$ cat src/rtl/disp_pkg.sv
// Shared encodings for the clock display/keypad scheduler: modes, blank code, field masks.
// Latency: n/a (constants and a pure helper function only).
// Backpressure: n/a.
package disp_pkg;

  typedef logic [2:0] mode_t;

  localparam logic [2:0] M_TIME     = 3'd0;
  localparam logic [2:0] M_TIME_SET = 3'd1;
  localparam logic [2:0] M_CAL      = 3'd2;
  localparam logic [2:0] M_CAL_SET  = 3'd3;
  localparam logic [2:0] M_ALM      = 3'd4;
  localparam logic [2:0] M_ALM_SET  = 3'd5;
  localparam logic [2:0] M_CNTD     = 3'd6;

  // hex8 renders this nibble as an unlit digit
  localparam logic [3:0]  BLANK      = 4'hB;
  localparam logic [31:0] BLANK_WORD = {8{BLANK}};

  // Nibble masks of each edit field, indexed by Field (entry 3 never selected).
  // Clock layout: hh at [31:24], mm at [19:12], ss at [7:0].
  localparam logic [3:0][31:0] CLK_MASK = {32'h0000_0000, 32'h0000_00FF,
                                           32'h000F_F000, 32'hFF00_0000};
  // Calendar layout: field 0 at [31:24], field 1 at [23:16], field 2 at [15:0].
  localparam logic [3:0][31:0] CAL_MASK = {32'h0000_0000, 32'h0000_FFFF,
                                           32'h00FF_0000, 32'hFF00_0000};

  // Odd encodings 1, 3, 5 are the edit modes; 7 is unused
  function automatic logic is_set(input logic [2:0] m);
    return m[0] && (m != 3'd7);
  endfunction

endpackage

$ cat src/rtl/disp_mode_sched_if.sv
// Bundle of key, source, display and command signals between scheduler and clock blocks.
// Latency: n/a (wiring only).
// Backpressure: none; all keys and commands are one-cycle pulses or levels.
interface disp_mode_sched_if;
  import disp_pkg::*;

  logic        Key_mode;
  logic        Key_field;
  logic        Key_up;
  logic        Key_dn;
  logic        Tick_1s;
  logic [31:0] Src_time;
  logic [31:0] Src_cal;
  logic [31:0] Src_alarm;
  logic [31:0] Src_cntd;
  logic        Alarm_ring;
  logic [31:0] Disp_Data;
  mode_t       Mode;
  logic [1:0]  Field;
  logic [2:0]  Inc;
  logic [2:0]  Dec;
  logic        Alarm_ack;
  logic        Cntd_run;
  logic        Cntd_clr;

  // scheduler side
  modport master (
    input  Key_mode, Key_field, Key_up, Key_dn, Tick_1s,
    input  Src_time, Src_cal, Src_alarm, Src_cntd, Alarm_ring,
    output Disp_Data, Mode, Field, Inc, Dec, Alarm_ack, Cntd_run, Cntd_clr
  );

  // key filter, time base, data sources and display side
  modport slave (
    output Key_mode, Key_field, Key_up, Key_dn, Tick_1s,
    output Src_time, Src_cal, Src_alarm, Src_cntd, Alarm_ring,
    input  Disp_Data, Mode, Field, Inc, Dec, Alarm_ack, Cntd_run, Cntd_clr
  );
endinterface

$ cat src/rtl/disp_field_blank.sv
// Replaces the nibbles of the selected edit field with the blank code during the blank phase.
// Latency: combinational.
// Backpressure: none.
module disp_field_blank
  import disp_pkg::*;
(
  input  logic [31:0] word,
  input  logic        cal_layout,
  input  logic [1:0]  field,
  input  logic        blank,
  output logic [31:0] out_word
);

  logic [31:0] mask;

  // Pick the field mask for the active layout and substitute BLANK under it
  always_comb begin
    mask     = cal_layout ? CAL_MASK[field] : CLK_MASK[field];
    out_word = blank ? ((word & ~mask) | (BLANK_WORD & mask)) : word;
  end

endmodule

$ cat src/rtl/disp_mode_sched.sv
// Mode FSM and hex8 display/keypad sharing for the clock; EDIT_TIMEOUT_EN adds edit auto-exit.
// Latency: 1 cycle from key pulse to Inc/Dec/Mode, 1 cycle from source/state to Disp_Data.
// Backpressure: none; keys are consumed on arrival, lower-priority pulses in a cycle are dropped.
module disp_mode_sched
  import disp_pkg::*;
#(
  parameter int BLINK_HALF = 12_500_000,
  parameter int TIMEOUT_S  = 10
) (
  input logic                  Clk,
  input logic                  Reset,
  disp_mode_sched_if.master    io
);

  localparam int BW = $clog2(2 * BLINK_HALF);

  mode_t       mode;
  logic [1:0]  field;
  logic [2:0]  inc;
  logic [2:0]  dec;
  logic        alarm_ack;
  logic        cntd_run;
  logic        cntd_clr;
  logic [31:0] disp;
  logic [BW-1:0] blink_cnt;
  logic        blank_ph;
  logic        any_key;
  logic        set_mode;
  logic        to_fire;
  logic [31:0] src_word;
  logic        cal_layout;
  logic [31:0] blanked;

  assign any_key  = io.Key_mode | io.Key_field | io.Key_up | io.Key_dn;
  assign set_mode = is_set(mode);
  assign blank_ph = (blink_cnt >= BW'(BLINK_HALF));

  // Free-running blink period; the second half is the blank phase
  always_ff @(posedge Clk) begin
    if (Reset) begin
      blink_cnt <= '0;
    end else if (blink_cnt == BW'(2 * BLINK_HALF - 1)) begin
      blink_cnt <= '0;
    end else begin
      blink_cnt <= blink_cnt + BW'(1);
    end
  end

`ifdef EDIT_TIMEOUT_EN
  localparam int TW = $clog2(TIMEOUT_S + 1);

  logic [TW-1:0] to_cnt;

  // The last tick before the limit fires the exit; a same-cycle key pre-empts it in the FSM
  assign to_fire = set_mode && io.Tick_1s && (to_cnt == TW'(TIMEOUT_S - 1));

  // Seconds since the last key in an edit mode; held at zero while the alarm rings
  always_ff @(posedge Clk) begin
    if (Reset || io.Alarm_ring || !set_mode || any_key || to_fire) begin
      to_cnt <= '0;
    end else if (io.Tick_1s) begin
      to_cnt <= to_cnt + TW'(1);
    end
  end
`else
  logic unused_tick;

  assign to_fire     = 1'b0;
  assign unused_tick = io.Tick_1s;
`endif

  // Mode/field state, prioritised key routing and countdown control
  always_ff @(posedge Clk) begin
    if (Reset) begin
      mode      <= M_TIME;
      field     <= 2'd0;
      inc       <= 3'd0;
      dec       <= 3'd0;
      alarm_ack <= 1'b0;
      cntd_run  <= 1'b0;
      cntd_clr  <= 1'b0;
    end else begin
      inc       <= 3'd0;
      dec       <= 3'd0;
      alarm_ack <= 1'b0;
      cntd_clr  <= 1'b0;
      if (io.Alarm_ring) begin
        alarm_ack <= any_key;
      end else if (mode == 3'd7) begin
        mode  <= M_TIME;
        field <= 2'd0;
      end else if (io.Key_mode) begin
        mode  <= (mode == M_CNTD) ? M_TIME : mode + 3'd1;
        field <= 2'd0;
      end else if (io.Key_field) begin
        if (set_mode) begin
          field <= (field == 2'd2) ? 2'd0 : field + 2'd1;
        end
      end else if (io.Key_up) begin
        if (set_mode) begin
          inc <= 3'd1 << field;
        end else if (mode == M_CNTD) begin
          cntd_run <= ~cntd_run;
        end
      end else if (io.Key_dn) begin
        if (set_mode) begin
          dec <= 3'd1 << field;
        end else if (mode == M_CNTD) begin
          cntd_clr <= 1'b1;
          cntd_run <= 1'b0;
        end
      end else if (to_fire) begin
        // each edit mode sits one encoding above its view mode
        mode  <= mode - 3'd1;
        field <= 2'd0;
      end
    end
  end

  // Source word and its field layout for the current mode
  always_comb begin
    src_word   = io.Src_time;
    cal_layout = 1'b0;
    case (mode)
      M_CAL, M_CAL_SET: begin
        src_word   = io.Src_cal;
        cal_layout = 1'b1;
      end
      M_ALM, M_ALM_SET: src_word = io.Src_alarm;
      M_CNTD:           src_word = io.Src_cntd;
      default: ;
    endcase
  end

  disp_field_blank u_field_blank (
    .word       (src_word),
    .cal_layout (cal_layout),
    .field      (field),
    .blank      (blank_ph && set_mode),
    .out_word   (blanked)
  );

  // Registered display word; a ringing alarm flashes the setpoint over everything
  always_ff @(posedge Clk) begin
    if (Reset) begin
      disp <= BLANK_WORD;
    end else if (io.Alarm_ring) begin
      disp <= blank_ph ? BLANK_WORD : io.Src_alarm;
    end else begin
      disp <= blanked;
    end
  end

  assign io.Disp_Data = disp;
  assign io.Mode      = mode;
  assign io.Field     = field;
  assign io.Inc       = inc;
  assign io.Dec       = dec;
  assign io.Alarm_ack = alarm_ack;
  assign io.Cntd_run  = cntd_run;
  assign io.Cntd_clr  = cntd_clr;

endmodule

$ cat src/flat_wrapper.sv
// flat-port wrapper written by rule: the top's interface ports become plain ports
module disp_mode_sched_flat import disp_pkg::*;
#(
  parameter int BLINK_HALF = 12_500_000,
  parameter int TIMEOUT_S  = 10
)
  (Clk, Reset, io_Key_mode, io_Key_field, io_Key_up, io_Key_dn, io_Tick_1s, io_Src_time, io_Src_cal, io_Src_alarm, io_Src_cntd, io_Alarm_ring, io_Disp_Data, io_Mode, io_Field, io_Inc, io_Dec, io_Alarm_ack, io_Cntd_run, io_Cntd_clr);
  disp_mode_sched_if io_i ();
  input logic Clk;
  input logic Reset;
  input wire logic [$bits(io_i.Key_mode)-1:0] io_Key_mode;
  input wire logic [$bits(io_i.Key_field)-1:0] io_Key_field;
  input wire logic [$bits(io_i.Key_up)-1:0] io_Key_up;
  input wire logic [$bits(io_i.Key_dn)-1:0] io_Key_dn;
  input wire logic [$bits(io_i.Tick_1s)-1:0] io_Tick_1s;
  input wire logic [$bits(io_i.Src_time)-1:0] io_Src_time;
  input wire logic [$bits(io_i.Src_cal)-1:0] io_Src_cal;
  input wire logic [$bits(io_i.Src_alarm)-1:0] io_Src_alarm;
  input wire logic [$bits(io_i.Src_cntd)-1:0] io_Src_cntd;
  input wire logic [$bits(io_i.Alarm_ring)-1:0] io_Alarm_ring;
  output wire logic [$bits(io_i.Disp_Data)-1:0] io_Disp_Data;
  output wire logic [$bits(io_i.Mode)-1:0] io_Mode;
  output wire logic [$bits(io_i.Field)-1:0] io_Field;
  output wire logic [$bits(io_i.Inc)-1:0] io_Inc;
  output wire logic [$bits(io_i.Dec)-1:0] io_Dec;
  output wire logic [$bits(io_i.Alarm_ack)-1:0] io_Alarm_ack;
  output wire logic [$bits(io_i.Cntd_run)-1:0] io_Cntd_run;
  output wire logic [$bits(io_i.Cntd_clr)-1:0] io_Cntd_clr;
  assign io_i.Key_mode = io_Key_mode;
  assign io_i.Key_field = io_Key_field;
  assign io_i.Key_up = io_Key_up;
  assign io_i.Key_dn = io_Key_dn;
  assign io_i.Tick_1s = io_Tick_1s;
  assign io_i.Src_time = io_Src_time;
  assign io_i.Src_cal = io_Src_cal;
  assign io_i.Src_alarm = io_Src_alarm;
  assign io_i.Src_cntd = io_Src_cntd;
  assign io_i.Alarm_ring = io_Alarm_ring;
  assign io_Disp_Data = io_i.Disp_Data;
  assign io_Mode = io_i.Mode;
  assign io_Field = io_i.Field;
  assign io_Inc = io_i.Inc;
  assign io_Dec = io_i.Dec;
  assign io_Alarm_ack = io_i.Alarm_ack;
  assign io_Cntd_run = io_i.Cntd_run;
  assign io_Cntd_clr = io_i.Cntd_clr;
  disp_mode_sched #(.BLINK_HALF(BLINK_HALF), .TIMEOUT_S(TIMEOUT_S)) u_core (.Clk(Clk), .Reset(Reset), .io(io_i));
endmodule
$ cat config.mk
export PLATFORM = sky130hd
export DESIGN_NAME = disp_mode_sched_flat
export DESIGN_NICKNAME = d
export VERILOG_FILES = /design/src/rtl/disp_pkg.sv /design/src/rtl/disp_mode_sched_if.sv /design/src/rtl/disp_field_blank.sv /design/src/rtl/disp_mode_sched.sv /design/src/flat_wrapper.sv
export SDC_FILE = /design/constraint.sdc
export NUM_CORES = 1
export LEC_CHECK = 0
export CORE_MARGIN = 2
export CORE_UTILIZATION = 41
export CTS_CLUSTER_SIZE = 12
export DETAILED_ROUTE_END_ITERATION = 8
export GPL_ROUTABILITY_DRIVEN = 0
export GPL_TIMING_DRIVEN = 0
export PLACE_DENSITY_LB_ADDON = 0.12
export SLEW_MARGIN = 5
export SYNTH_ARGS = -nofsm -noshare
export SYNTH_HDL_FRONTEND = slang
export SYNTH_SLANG_ARGS = --single-unit
export TNS_END_PERCENT = 5
$ cat constraint.sdc
create_clock -name Clk -period 3.5 [get_ports Clk]
set_input_delay 0.525 -clock Clk [delete_from_list [all_inputs] [get_ports Clk]]
set_output_delay 0.525 -clock Clk [all_outputs]
set_load 0.005 [all_outputs]
Run 1, placed standard cells:
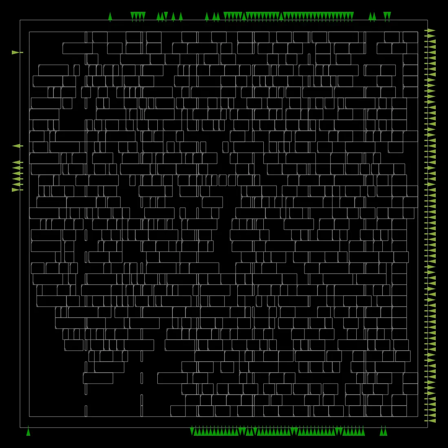
Util after Layout: 65.3%
Seq area share: 23.8%
Taps Inserted: 111
flop count: 71
Non-Filler Instances: 767

Run 1, met3 routing:
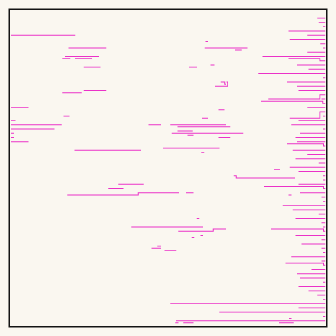
longest straight run: 49.2 um
wire length on this layer: 986 um
main direction: horizontal
final WL: 14100 um
DR vias: 4289
GR Util met3: 6.93%

Run 1, clock network drawn from the DEF:
The bar under the picture is 20 um long.
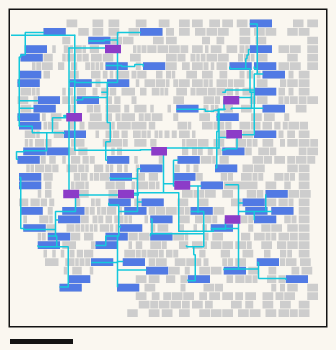
[blue] flip-flops | count: 71
[purple] cells driving clock nets | count: 9
[cyan] clock wires | length: 966 um
routed clock nets: 10
flops lie: all over the die

Run 1, local utilization:
The die is cut into 10 by 10 equal tiles; white is low, dark blue is high, 0 to 100% covered.
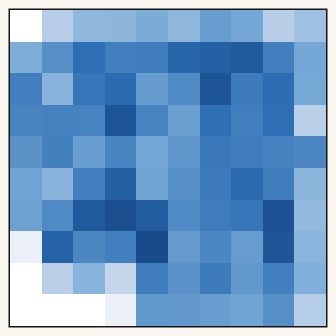
mean over tiles: 57%
fullest tile: 89%
nearly empty tiles: 5.0%
tiles over 75% full: 17%
emptiest ninth of the die: south-west

==> metrics.yaml, run 1 <==
status: "finished clean"
yosys.area.top_type_share_pct: 37.0
topCellsByArea: "dfxtp_1, a21oi_1, a22oi_1"
crit_family: "buffers and inverters"
dp.cells: 751
min_path_cells: 1
warnings: 30
seq_area_mm2: 0.00142
fp_util_pct: 42.0
ys_types: 57
max_slew_margin_pct: 51.5
root_buffer: "clkbuf_8"
cts_tree: "yes"
edf_count: 0
grt_start_max_net_pins: 14
vias_per_cell: 5.59
r2r_setup_slack_ns: 0.21
largest_reg_flops: 32
logic_gate_count: 342
synth-adder-area-share_pct: 1.30
synth_top_cell_by_area: "dfxtp_1"
worstSetupStartpoint: "u_core.io.Mode[1]$_SDFFE_PP0P_"
ys_cells: 461
fmax_mhz: 304
drv_slew: 0
setup_viol: 0
fin_crit_sh_pct: 94.1
total_power_w: 0.00195
pwr-share-clk_pct: 34.1
busiest_layer: "met2"
cts_buffers: 9
numClockSinks: 71
avgSynthCellArea_um2: 8.34
route.met3.wl_um: 985
r2r_end: "u_core.io.Disp_Data[0]$_SDFF_PP1_"
ys_sh_xor_pct: 5.24
antenna_found_initial: 0
largest_class: "combinational gates"
final_nets: 791
crit_path_cell_trace: "buf_6, clkbuf_1, clkbuf_2, and2_1, ha_1, clkbuf_1, nand2b_1, nand2b_1, o21ai_0, and2_1, clkbuf_1, o22a_1"
cp_common_cell: "clkbuf_1"
use_met2_pct: 47.1
yosys_area_mm2: 0.00385
end_kind: "flop"
dieArea_mm2: 0.0102
grt_use_total_pct: 27.6
inv_count: 14
place_hpwl_um: 10700
cts_max_path_buffers: 2
buffers: 213
layout_top_cell: "clkdlybuf4s50_1"
finalClockSkew_ns: 0.00834
nClkBuffers: 10
combinationalPowerShare_pct: 21.6
crit_slowest_cell: "clkbuf_1"
clk_pin_slew_ns: 0.08
fp.dieW_um: 101
p_sw_w: 0.000503
fillers: 798
cts_resized: 0
worst_pin_slew_ns: 0.723
critical_path_depth: 12
met1_length_um: 5980
drt_iter0_drc: 172
min-delay-start: "u_core.blink_cnt[0]$_SDFF_PP0_"
drc: 0
Run 1, I/O pins on the die edge:
Pins as bars across the die edge, other pins in grey.
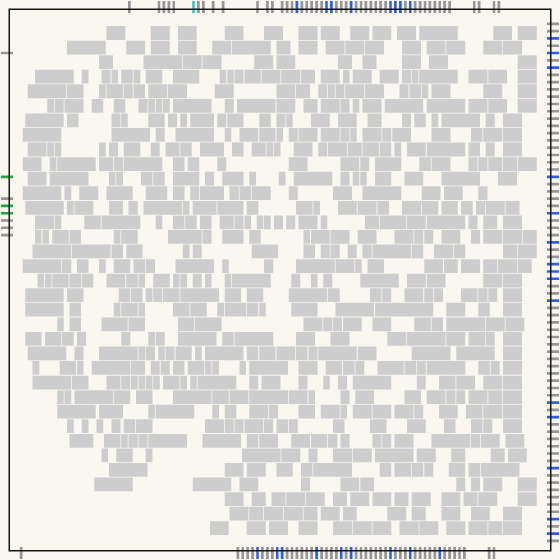

==> inputs of run 2 (changes only) <==
--- a/config.mk
+++ b/config.mk
@@ -6,7 +6,8 @@
 export NUM_CORES = 1
 export LEC_CHECK = 0
 export CORE_MARGIN = 2
-export CORE_UTILIZATION = 41
+export CORE_UTILIZATION = 43
+export CTS_BUF_LIST = sky130_fd_sc_hd__clkbuf_4
 export CTS_CLUSTER_SIZE = 12
 export DETAILED_ROUTE_END_ITERATION = 8
 export GPL_ROUTABILITY_DRIVEN = 0
==> constraint.sdc (replaced) <==
create_clock -name Clk -period 3.3 [get_ports Clk]
set_input_delay 0.495 -clock Clk [delete_from_list [all_inputs] [get_ports Clk]]
set_output_delay 0.495 -clock Clk [all_outputs]
set_load 0.005 [all_outputs]
Run 2, I/O pins on the die edge:
Pins as bars across the die edge, other pins in grey.
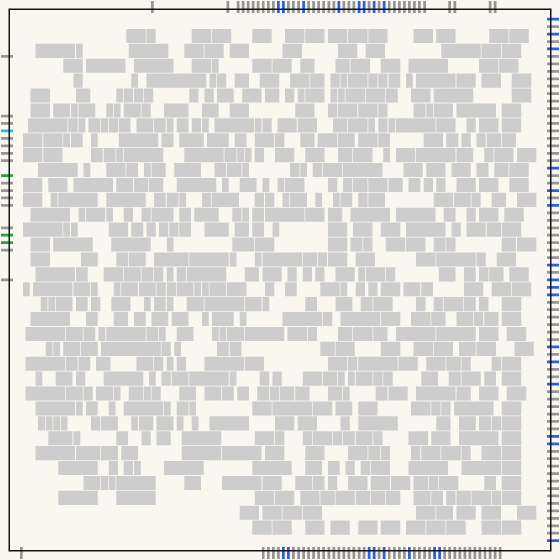
[cyan] `io_Alarm_ack` | pins: 1 | direction: output | edge: west
[green] `io_Inc` | pins: 3 | direction: output | edge: west
[blue] `io_Src_cal` | pins: 32 | direction: input | edge: 16 east, 8 south, 8 north
all pins by edge: 71 east, 49 south, 44 north, 18 west
die height: 98.6 um
DIE WIDTH: 98.6 um
port bufs: 179

Run 2, met3 routing:
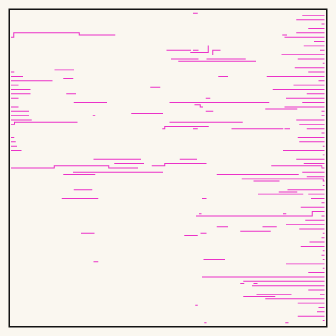
nets with wire on the layer: 127
longest straight run: 38.0 um
wire length on this layer: 1120 um
main direction: horizontal
share of all routed wire: 8.0%
final WL: 14000 um
GR Util met3: 6.60%

==> run 2 against run 1 <==
Net effect: total power increased by 3.6%; largest power group unchanged; register-to-register slack improved by 0.15 ns; critical endpoint is now u_core.io.Disp_Data[1]$_SDFF_PP1_; clock skew increased by 0.015 ns; synthesized cell count unchanged; die area decreased by 4.5%; wire length decreased by 1.3%; via count unchanged; maximum frequency increased by 12%.
==> metrics.yaml, run 2 <==
wl_per_cell_um: 18.3
ys_sh_xor_pct: 5.24  # unchanged
first_global_vias: 4210
end_kind: "flop"
antenna_found_initial: 0  # unchanged
fin_crit_sh_pct: 89.3  # -4.8 points
numClockSinks: 71  # unchanged
n_antenna_cell: 0
clk_pin_slew_ns: 0.14  # +0.06 ns
largest_reg_flops: 32  # unchanged
max_slew_margin_pct: 48.7  # -2.8 points
powerComb_w: 0.000446
rsz0062_at_grt: "false"
drive_gt1_share_pct: 6.56
cts_resized: 0  # unchanged
ys.flops: 71
cp_common_cell: "clkbuf_1"
finish.utilization_pct: 68.4  # +3.2 points
vias: 4289  # unchanged
max_stage_delay_ns: 0.38
final_antenna_net_count: 0
ys_seq_share_pct: 37.0
met1_length_um: 5870  # -1.9%
r2r_end: "u_core.io.Disp_Data[1]$_SDFF_PP1_"
edf_count: 0  # unchanged
dieArea_mm2: 0.00972  # -4.5%
p_sw_w: 0.000523  # +3.9%
postCtsHoldBufs: 0
dp.cells: 748  # -0.40%
coreArea_mm2: 0.00868
arrival_ns: 3.28
switching_share_pct: 25.9
combinationalPowerShare_pct: 22.0  # +0.4 points
busiest_layer: "met2"
nClkBuffers: 9  # -1
synthArstFlopShare_pct: 0
buffers: 212  # -0.47%
synth.area.mux_share_pct: 0.260
yosys_area_mm2: 0.00385  # unchanged
ys_types: 57  # unchanged
seq_cell_count: 71  # unchanged
setup_viol: 0  # unchanged
top_cell: "dfxtp_1"
crit_path_cell_trace: "buf_6, clkbuf_1, and2_1, ha_1, clkbuf_1, nand2b_1, nand2b_1, o21ai_0, and2_1, clkbuf_1, o22a_1"
hold_path.class: "primary input to flop"
place_area_mm2: 0.00577
pwr-share-clk_pct: 32.6  # -1.5 points
layout_top_cell: "clkdlybuf4s50_1"
startpoint_type: "flop"
fillers: 743  # -6.9%
min_path_cells: 2  # +1
gr-total-overflow: 0
grt_start_max_net_pins: 15  # +1
p_int_w: 0.00150
synth_top_cell_by_area: "dfxtp_1"
top_layer: "met4"
synth-adder-area-share_pct: 1.30  # unchanged
worstReg2RegStart: "u_core.io.Mode[1]$_SDFFE_PP0P_"
vias_per_cell: 5.62  # +0.52%
taps: 108  # -2.7%
cts_buffers: 9  # unchanged
place_worst_setup_slack_ns: 0.0103
rows: 34
yosys.area.top_type_share_pct: 37.0  # unchanged
simple_gate_share_pct: 22.1
p_leak_nw: 2.25
largest_class: "combinational gates"
yosys_warnings: 0
cts_setup_buffers: 0
drc: 0  # unchanged
seqPwrFrac_pct: 45.4
fp_util_pct: 44.3  # +2.3 points
synth-compound-area-share_pct: 28.6
io_pins: 182
wl_met2_um: 6660
cts-htree-levels: 3
r2r_setup_slack_ns: 0.35  # +0.15 ns
logic_gate_count: 342  # unchanged
fin_worst_hold_slack_ns: 0.458
root_buffer: "clkbuf_4"
place_hpwl_um: 10800  # +0.15%
status: "finished clean"
avgSynthCellArea_um2: 8.34  # unchanged
inv_count: 14  # unchanged
total_power_w: 0.00202  # +3.6%
drv_slew: 0  # unchanged
area_growth_syn_to_layout_pct: 54.4
ys.flop_type: "dfxtp_1"
warnings: 30  # unchanged
reg2regPathDepth: 11
topCellsByArea: "dfxtp_1, a21oi_1, a22oi_1"
final_nets: 790  # -0.13%
bufAreaShareNonClock_pct: 32.8
crit_slowest_cell: "dfxtp_1"
fmax_mhz: 339  # +12%
seq_power_w: 0.000917
setup_slack_ns: 0.354
logic_family: "AND-OR/OR-AND gates"
hold_viol: 0
pg_clk_w: 0.000660
netlist_top_cells_count: "dfxtp_1, nor2_1, a21oi_1"
route.met3.wl_um: 1120  # +13%
tns_ns: 0
power_leader: "sequential cells"
grt_pass1_wl_um: 21700
use_met1_pct: 34.9
grt_use_total_pct: 27.8  # +0.20 points
max-vdd-ir-drop_mv: 0.244
ys_cells: 461  # unchanged
cap_violations: 0
synth_area_mm2: 0.00385
seq_area_mm2: 0.00142  # unchanged
critical_path_depth: 11  # -1
sh_comb_area_pct: 37.2
p_per_area_mw_per_mm2: 341
path_buffers: 4
cts_tree: "yes"
design_area_mm2: 0.00594
worst-path-max-fanout: 19
logic_area_mm2: 0.00221
worstSetupEndpoint: "u_core.io.Disp_Data[1]$_SDFF_PP1_"
drt_first_pass_iters: 5
drt_iter0_drc: 216  # +26%
synth_nets: 601
min-delay-start: "Reset"
worst_pin_slew_ns: 0.764  # +0.0415 ns
worstSetupStartpoint: "u_core.io.Mode[1]$_SDFFE_PP0P_"
cts_max_path_buffers: 2  # unchanged
fin_cells: 763  # -0.52%
crit_family: "buffers and inverters"
finalClockSkew_ns: 0.0231  # +0.0148 ns
min_period_ns: 2.95
seq_area_share_pct: 23.9  # +0.14 points
use_met2_pct: 46.8  # -0.29 points
clk_latency_ns: 0.42
final_cell_mix: "clkdlybuf4s50_1, dfxtp_1, nor2_1, a21oi_1, o21ai_0"
Power figures rest on the tool's default switching activity, not on a simulated workload.
